**Routed clock nets over the placement**

Bar = 50 um.
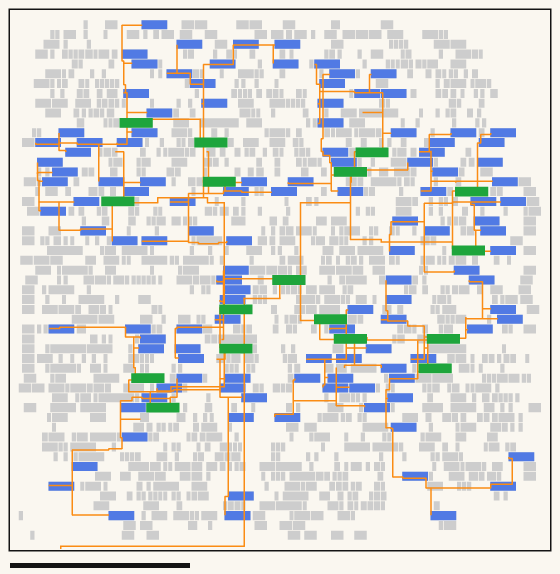
**The clock network**

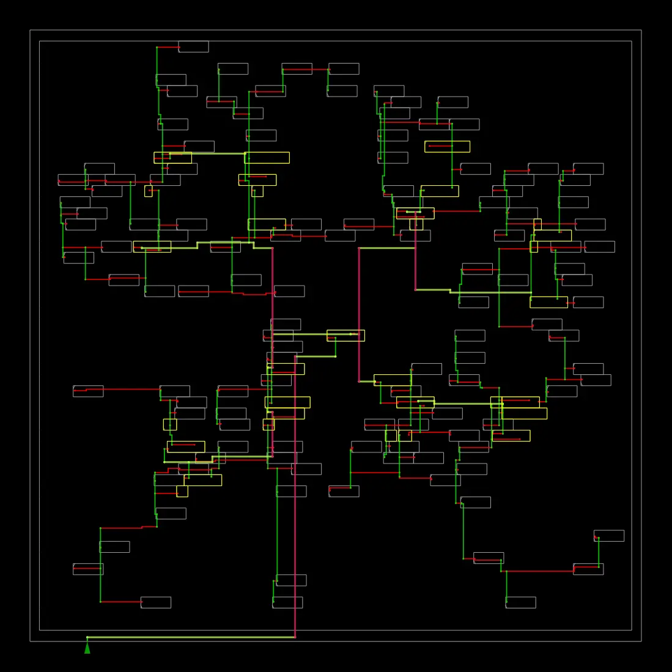
**Routed metal, one color a layer**

Only two layers are drawn.
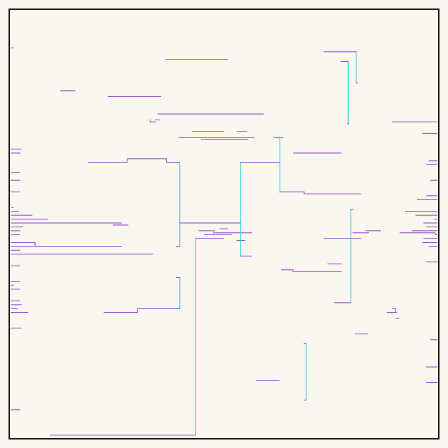
**Placed cells, one color a class**

Bar = 50 um.
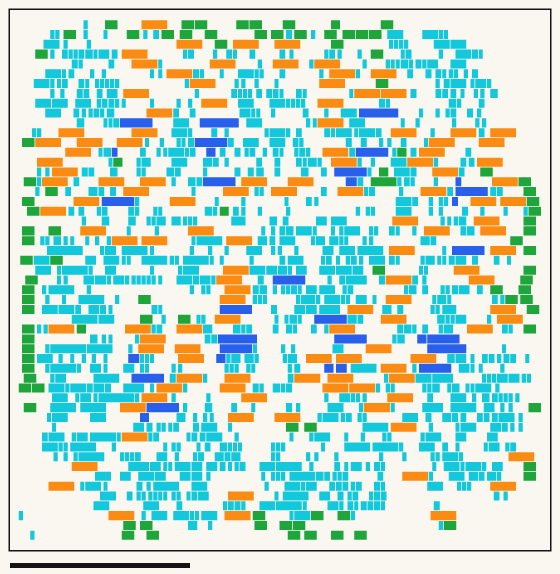
File: src/rtl/tmds_encoder_multi_if.sv
// Stream bundle between a pixel/packet source and the multi-channel TMDS encoder.
// in_valid marks a word to encode. There is no backpressure: the encoder accepts every
// word. out_valid is high for one cycle per accepted word, exactly two cycles later.
interface tmds_encoder_multi_if #(
    parameter int NUM_CH = 3,
    parameter int DISP_W = 5
);
    logic                       in_valid;
    logic [1:0]                 mode;
    logic [2*NUM_CH-1:0]        ctrl;
    logic [8*NUM_CH-1:0]        video;
    logic [4*NUM_CH-1:0]        terc4;
    logic                       out_valid;
    logic [10*NUM_CH-1:0]       out_sym;
    logic [DISP_W*NUM_CH-1:0]   disparity;

    modport master (
        output in_valid, mode, ctrl, video, terc4,
        input  out_valid, out_sym, disparity
    );

    modport slave (
        input  in_valid, mode, ctrl, video, terc4,
        output out_valid, out_sym, disparity
    );
endinterface

File: src/rtl/tmds_encoder_multi.sv
// Two-stage TMDS encoder for NUM_CH (1..4) parallel channels: control, video (8b/10b with
// running disparity of DISP_W (5..8) bits), TERC4 data island and video guard band.
module tmds_encoder_multi #(
    parameter int NUM_CH = 3,
    parameter int DISP_W = 5
) (
    input logic                 clk,
    input logic                 rst,
    tmds_encoder_multi_if.slave bus
);

    localparam logic [9:0] CTRL_00    = 10'b1101010100;
    localparam logic [9:0] CTRL_01    = 10'b0010101011;
    localparam logic [9:0] CTRL_10    = 10'b0101010100;
    localparam logic [9:0] CTRL_11    = 10'b1010101011;
    localparam logic [9:0] GUARD_EVEN = 10'b1011001100;
    localparam logic [9:0] GUARD_ODD  = 10'b0100110011;

    localparam logic signed [DISP_W-1:0] ZERO = '0;
    localparam logic signed [DISP_W-1:0] TWO  = DISP_W'(2);
    localparam logic signed [DISP_W-1:0] EIGHT = DISP_W'(8);

    function automatic logic [3:0] ones8(input logic [7:0] d);
        logic [3:0] n;
        n = '0;
        for (int i = 0; i < 8; i++) begin
            n = n + {3'b000, d[i]};
        end
        return n;
    endfunction

    // Transition-minimising stage: bit 8 records XOR (1) or XNOR (0) chaining.
    function automatic logic [8:0] qm_encode(input logic [7:0] d);
        logic [3:0] n;
        logic       use_xnor;
        logic [8:0] q;
        n        = ones8(d);
        use_xnor = (n > 4'd4) || ((n == 4'd4) && !d[0]);
        q        = '0;
        q[0]     = d[0];
        for (int i = 1; i < 8; i++) begin
            q[i] = use_xnor ? ~(q[i-1] ^ d[i]) : (q[i-1] ^ d[i]);
        end
        q[8] = ~use_xnor;
        return q;
    endfunction

    function automatic logic [9:0] ctrl_token(input logic [1:0] c);
        logic [9:0] s;
        case (c)
            2'b00:   s = CTRL_00;
            2'b01:   s = CTRL_01;
            2'b10:   s = CTRL_10;
            default: s = CTRL_11;
        endcase
        return s;
    endfunction

    function automatic logic [9:0] terc4_token(input logic [3:0] t);
        logic [9:0] s;
        case (t)
            4'b0000: s = 10'b1010011100;
            4'b0001: s = 10'b1001100011;
            4'b0010: s = 10'b1011100100;
            4'b0011: s = 10'b1011100010;
            4'b0100: s = 10'b0101110001;
            4'b0101: s = 10'b0100011110;
            4'b0110: s = 10'b0110001110;
            4'b0111: s = 10'b0100111100;
            4'b1000: s = 10'b1011001100;
            4'b1001: s = 10'b0100111001;
            4'b1010: s = 10'b0110011100;
            4'b1011: s = 10'b1011000110;
            4'b1100: s = 10'b1010001110;
            4'b1101: s = 10'b1001110001;
            4'b1110: s = 10'b0101100011;
            default: s = 10'b1011000011;
        endcase
        return s;
    endfunction

    logic                r_s1_valid;
    logic [1:0]          r_s1_mode;
    logic [2*NUM_CH-1:0] r_s1_ctrl;
    logic [4*NUM_CH-1:0] r_s1_terc4;
    logic                r_out_valid;

    always_ff @(posedge clk) begin
        if (rst) begin
            r_s1_valid  <= 1'b0;
            r_s1_mode   <= 2'b00;
            r_s1_ctrl   <= '0;
            r_s1_terc4  <= '0;
            r_out_valid <= 1'b0;
        end else begin
            r_s1_valid  <= bus.in_valid;
            r_s1_mode   <= bus.mode;
            r_s1_ctrl   <= bus.ctrl;
            r_s1_terc4  <= bus.terc4;
            r_out_valid <= r_s1_valid;
        end
    end

    assign bus.out_valid = r_out_valid;

    for (genvar k = 0; k < NUM_CH; k++) begin : g_ch
        logic [8:0]               w_qm;
        logic [3:0]               w_qm_n1;
        logic [8:0]               r_qm;
        logic [3:0]               r_n1;
        logic [9:0]               r_sym;
        logic [9:0]               w_sym;
        logic signed [DISP_W-1:0] r_cnt;
        logic signed [DISP_W-1:0] w_cnt;
        logic signed [DISP_W-1:0] w_n1;
        logic signed [DISP_W-1:0] w_diff;
        logic                     w_cnt_zero;
        logic                     w_cnt_neg;
        logic                     w_cnt_pos;

        assign w_qm    = qm_encode(bus.video[8*k +: 8]);
        assign w_qm_n1 = ones8(w_qm[7:0]);

        always_ff @(posedge clk) begin
            if (rst) begin
                r_qm <= '0;
                r_n1 <= '0;
            end else begin
                r_qm <= w_qm;
                r_n1 <= w_qm_n1;
            end
        end

        // w_diff is N1-N0 of q_m[7:0]; N1 vs N0 compares reduce to N1 vs 4.
        assign w_n1       = {{(DISP_W-4){1'b0}}, r_n1};
        assign w_diff     = w_n1 - (EIGHT - w_n1);
        assign w_cnt_zero = (r_cnt == ZERO);
        assign w_cnt_neg  = r_cnt[DISP_W-1];
        assign w_cnt_pos  = !w_cnt_neg && !w_cnt_zero;

        always_comb begin
            w_sym = r_sym;
            w_cnt = r_cnt;
            if (r_s1_valid) begin
                case (r_s1_mode)
                    2'b01: begin
                        if (w_cnt_zero || (r_n1 == 4'd4)) begin
                            w_sym = {~r_qm[8], r_qm[8], r_qm[8] ? r_qm[7:0] : ~r_qm[7:0]};
                            w_cnt = r_qm[8] ? (r_cnt + w_diff) : (r_cnt - w_diff);
                        end else if ((w_cnt_pos && (r_n1 > 4'd4)) ||
                                     (w_cnt_neg && (r_n1 < 4'd4))) begin
                            w_sym = {1'b1, r_qm[8], ~r_qm[7:0]};
                            w_cnt = r_cnt - w_diff + (r_qm[8] ? TWO : ZERO);
                        end else begin
                            w_sym = {1'b0, r_qm[8], r_qm[7:0]};
                            w_cnt = r_cnt + w_diff - (r_qm[8] ? ZERO : TWO);
                        end
                    end
                    2'b00: begin
                        w_sym = ctrl_token(r_s1_ctrl[2*k +: 2]);
                        w_cnt = ZERO;
                    end
                    2'b10: begin
                        w_sym = terc4_token(r_s1_terc4[4*k +: 4]);
                        w_cnt = ZERO;
                    end
                    default: begin
                        w_sym = ((k % 2) == 0) ? GUARD_EVEN : GUARD_ODD;
                        w_cnt = ZERO;
                    end
                endcase
            end
        end

        always_ff @(posedge clk) begin
            if (rst) begin
                r_sym <= CTRL_00;
                r_cnt <= ZERO;
            end else begin
                r_sym <= w_sym;
                r_cnt <= w_cnt;
            end
        end

        assign bus.out_sym[10*k +: 10]          = r_sym;
        assign bus.disparity[DISP_W*k +: DISP_W] = r_cnt;
    end

endmodule

File: src/flat_wrapper.sv
// flat-port wrapper written by rule: the top's interface ports become plain ports
module tmds_encoder_multi_flat 
#(
    parameter int NUM_CH = 3,
    parameter int DISP_W = 5
)
  (clk, rst, bus_in_valid, bus_mode, bus_ctrl, bus_video, bus_terc4, bus_out_valid, bus_out_sym, bus_disparity);
  tmds_encoder_multi_if #(.NUM_CH(NUM_CH), .DISP_W(DISP_W)) bus_i ();
  input logic clk;
  input logic rst;
  input wire logic [$bits(bus_i.in_valid)-1:0] bus_in_valid;
  input wire logic [$bits(bus_i.mode)-1:0] bus_mode;
  input wire logic [$bits(bus_i.ctrl)-1:0] bus_ctrl;
  input wire logic [$bits(bus_i.video)-1:0] bus_video;
  input wire logic [$bits(bus_i.terc4)-1:0] bus_terc4;
  output wire logic [$bits(bus_i.out_valid)-1:0] bus_out_valid;
  output wire logic [$bits(bus_i.out_sym)-1:0] bus_out_sym;
  output wire logic [$bits(bus_i.disparity)-1:0] bus_disparity;
  assign bus_i.in_valid = bus_in_valid;
  assign bus_i.mode = bus_mode;
  assign bus_i.ctrl = bus_ctrl;
  assign bus_i.video = bus_video;
  assign bus_i.terc4 = bus_terc4;
  assign bus_out_valid = bus_i.out_valid;
  assign bus_out_sym = bus_i.out_sym;
  assign bus_disparity = bus_i.disparity;
  tmds_encoder_multi #(.NUM_CH(NUM_CH), .DISP_W(DISP_W)) u_core (.clk(clk), .rst(rst), .bus(bus_i));
endmodule
File: config.mk
export PLATFORM = sky130hd
export DESIGN_NAME = tmds_encoder_multi_flat
export DESIGN_NICKNAME = d
export VERILOG_FILES = /design/src/rtl/tmds_encoder_multi_if.sv /design/src/rtl/tmds_encoder_multi.sv /design/src/flat_wrapper.sv
export SDC_FILE = /design/constraint.sdc
export NUM_CORES = 1
export LEC_CHECK = 0
export ABC_AREA = 1
export CAP_MARGIN = 40
export CELL_PAD_IN_SITES_DETAIL_PLACEMENT = 0
export CELL_PAD_IN_SITES_GLOBAL_PLACEMENT = 1
export CORE_MARGIN = 2
export CORE_UTILIZATION = 40
export DETAILED_ROUTE_END_ITERATION = 16
export PLACE_DENSITY_LB_ADDON = 0.1
export SLEW_MARGIN = 20
export SYNTH_ARGS = -nofsm -noshare
export SYNTH_HDL_FRONTEND = slang
export SYNTH_SLANG_ARGS = --single-unit
File: constraint.sdc
create_clock -name clk -period 18.4 [get_ports clk]
set_input_delay 2.76 -clock clk [delete_from_list [all_inputs] [get_ports clk]]
set_output_delay 2.76 -clock clk [all_outputs]
set_load 0.01 [all_outputs]
==> metrics.cfg <==
[synth]
synthFlopType = dfxtp_1
most_common_cell = nand2_1
yosysCellCount = 1141
common_cells = nand2_1, inv_1, dfxtp_1
synthCells = 1141
ys_sh_simple = 0.215
top_area_cell = dfxtp_1
ys.flops = 121

[placed_design]
place_congestion = 0.850

[cts]
cts_root_buf = clkbuf_16
cts_resized = 0
htree_levels = 4
cts_buffers = 17
path_clk_slew_ns = 0.06

[outcome]
status = finished clean

[die]
boundaryPins = 93
coreArea_mm2 = 0.0209
die_w_um = 150
die_height_um = 150

[final_timing]
setup_viol = 0
setup_tns_ns = 0
slew_headroom = 0.393
period_minus_slack_ns = 8.23
timing.final.crit_share = 0.447

[global_routing]
grt_first_pass_wirelength_mm = 34.7
grt_pass1_vias = 6993
grt_max_degree = 73

[routing]
viasPerCell = 4.76
dr.pass1.iters = 5

[final_layout]
lay_top_count = nand2_1
fin_nets = 1392
drive_gt1_frac = 0.0614
lay_top_cells = nand2_1, inv_1, dfxtp_1
fillerInstances = 2171

[setup_path]
crit_type = in2reg
ff2ff_path_depth = 9
arrival_ns = 8.59
crit_chain = clkdlybuf4s50_1, ha_1, inv_1, fa_1, fa_1, inv_1, fa_1, fa_1, nor2_1, nand2_1, nand2_1, nand2_2, nand2_1, nand3_1, nand2_1, xor2_1, fa_1, fa_1, inv_1, fa_1, inv_1, fa_1, nor2_1
cp.required_ns = 18.76

[min_path]
hold_depth = 2

Notes on 'routed clock nets over the placement' above:
Key: flip-flops = blue [count 121]; cells driving clock nets = green [count 17]; clock wires = orange [length 1720 um]
There are 18 routed clock nets.
Clk power: 352 uW
clock share of power: 0.291
Worst Skew: 0.00920 ns

Notes on 'the clock network' above:
CTS sink count: 121
Flops: 121
Latency at later pin: 0.42 ns
CLK BUF: 17

Notes on 'routed metal, one color a layer' above:
Key: met4 = cyan [wire length 246 um]; met3 = purple [wire length 816 um]
vias: 7197
Routed WL: 21.3 mm

Notes on 'placed cells, one color a class' above:
Key: all other logic = cyan [cells 990, share of their area 60%]; flip-flops = orange [cells 121, share of their area 24%]; clock drivers and dummy loads = blue [cells 32, share of their area 6.3%]; other buffers and delay cells = green [cells 95, share of their area 9.6%]
Final Core Density: 0.490
FP Rows: 53

[worst max-delay path by stage]
stage,start,to,slack (ns),depth (start not counted)
global placement,bus_video[16],u_core.g_ch[2].r_n1[1]$_SDFF_PP0_,9.83,23
CTS,bus_video[16],u_core.g_ch[2].r_n1[1]$_SDFF_PP0_,10.15,23
detailed placement,bus_video[16],u_core.g_ch[2].r_n1[1]$_SDFF_PP0_,9.71,23
finish,bus_video[16],u_core.g_ch[2].r_n1[1]$_SDFF_PP0_,10.17,23
global route,bus_video[16],u_core.g_ch[2].r_n1[1]$_SDFF_PP0_,9.85,23
floorplan,bus_video[16],u_core.g_ch[2].r_n1[1]$_SDFF_PP0_,10.56,22
[tightest hold or removal path, stage by stage (launching register included)]
cell and delay (ns):
dfxtp_1 0.31, nand2_1 0.06, a21oi_1 0.05
[power breakdown]
group | switching, uW | internal (uW)
Combinational | 314 | 219
Clock | 126 | 226
Sequential | 24.2 | 301
[cell type report]
class | instances | area [um^2] | area share
clock buffers | 17 | 425 | 0.0416
inverters | 173 | 649 | 0.0635
well taps | 275 | 344 | 0.0336
clock inverters | 15 | 199 | 0.0194
repair buffers | 95 | 946 | 0.0924
multi-input cells | 817 | 5250 | 0.513
flip-flops and latches | 121 | 2420 | 0.237
[metal layers]
metal | global-route usage | share of wire | vias to the layer above
met5 | 0 | 0 | -
met4 | 0.0590 | 0.012 | 0
met3 | 0.0381 | 0.038 | 21
met2 | 0.328 | 0.47 | 125
met1 | 0.261 | 0.48 | 3266
li1 | - | - | 3785
[metrics by stage]
step	cells	cell area [um^2]	power (uW)
2_1_floorplan	1143	8490	741
3_3_place_gp	1480	9590	857
3_5_place_dp	1480	9590	868
4_1_cts	1512	10200	1230
5_1_grt	1513	10200	1320
6_report	1513	10200	1210
Power figures rest on the tool's default switching activity, not on a simulated workload.
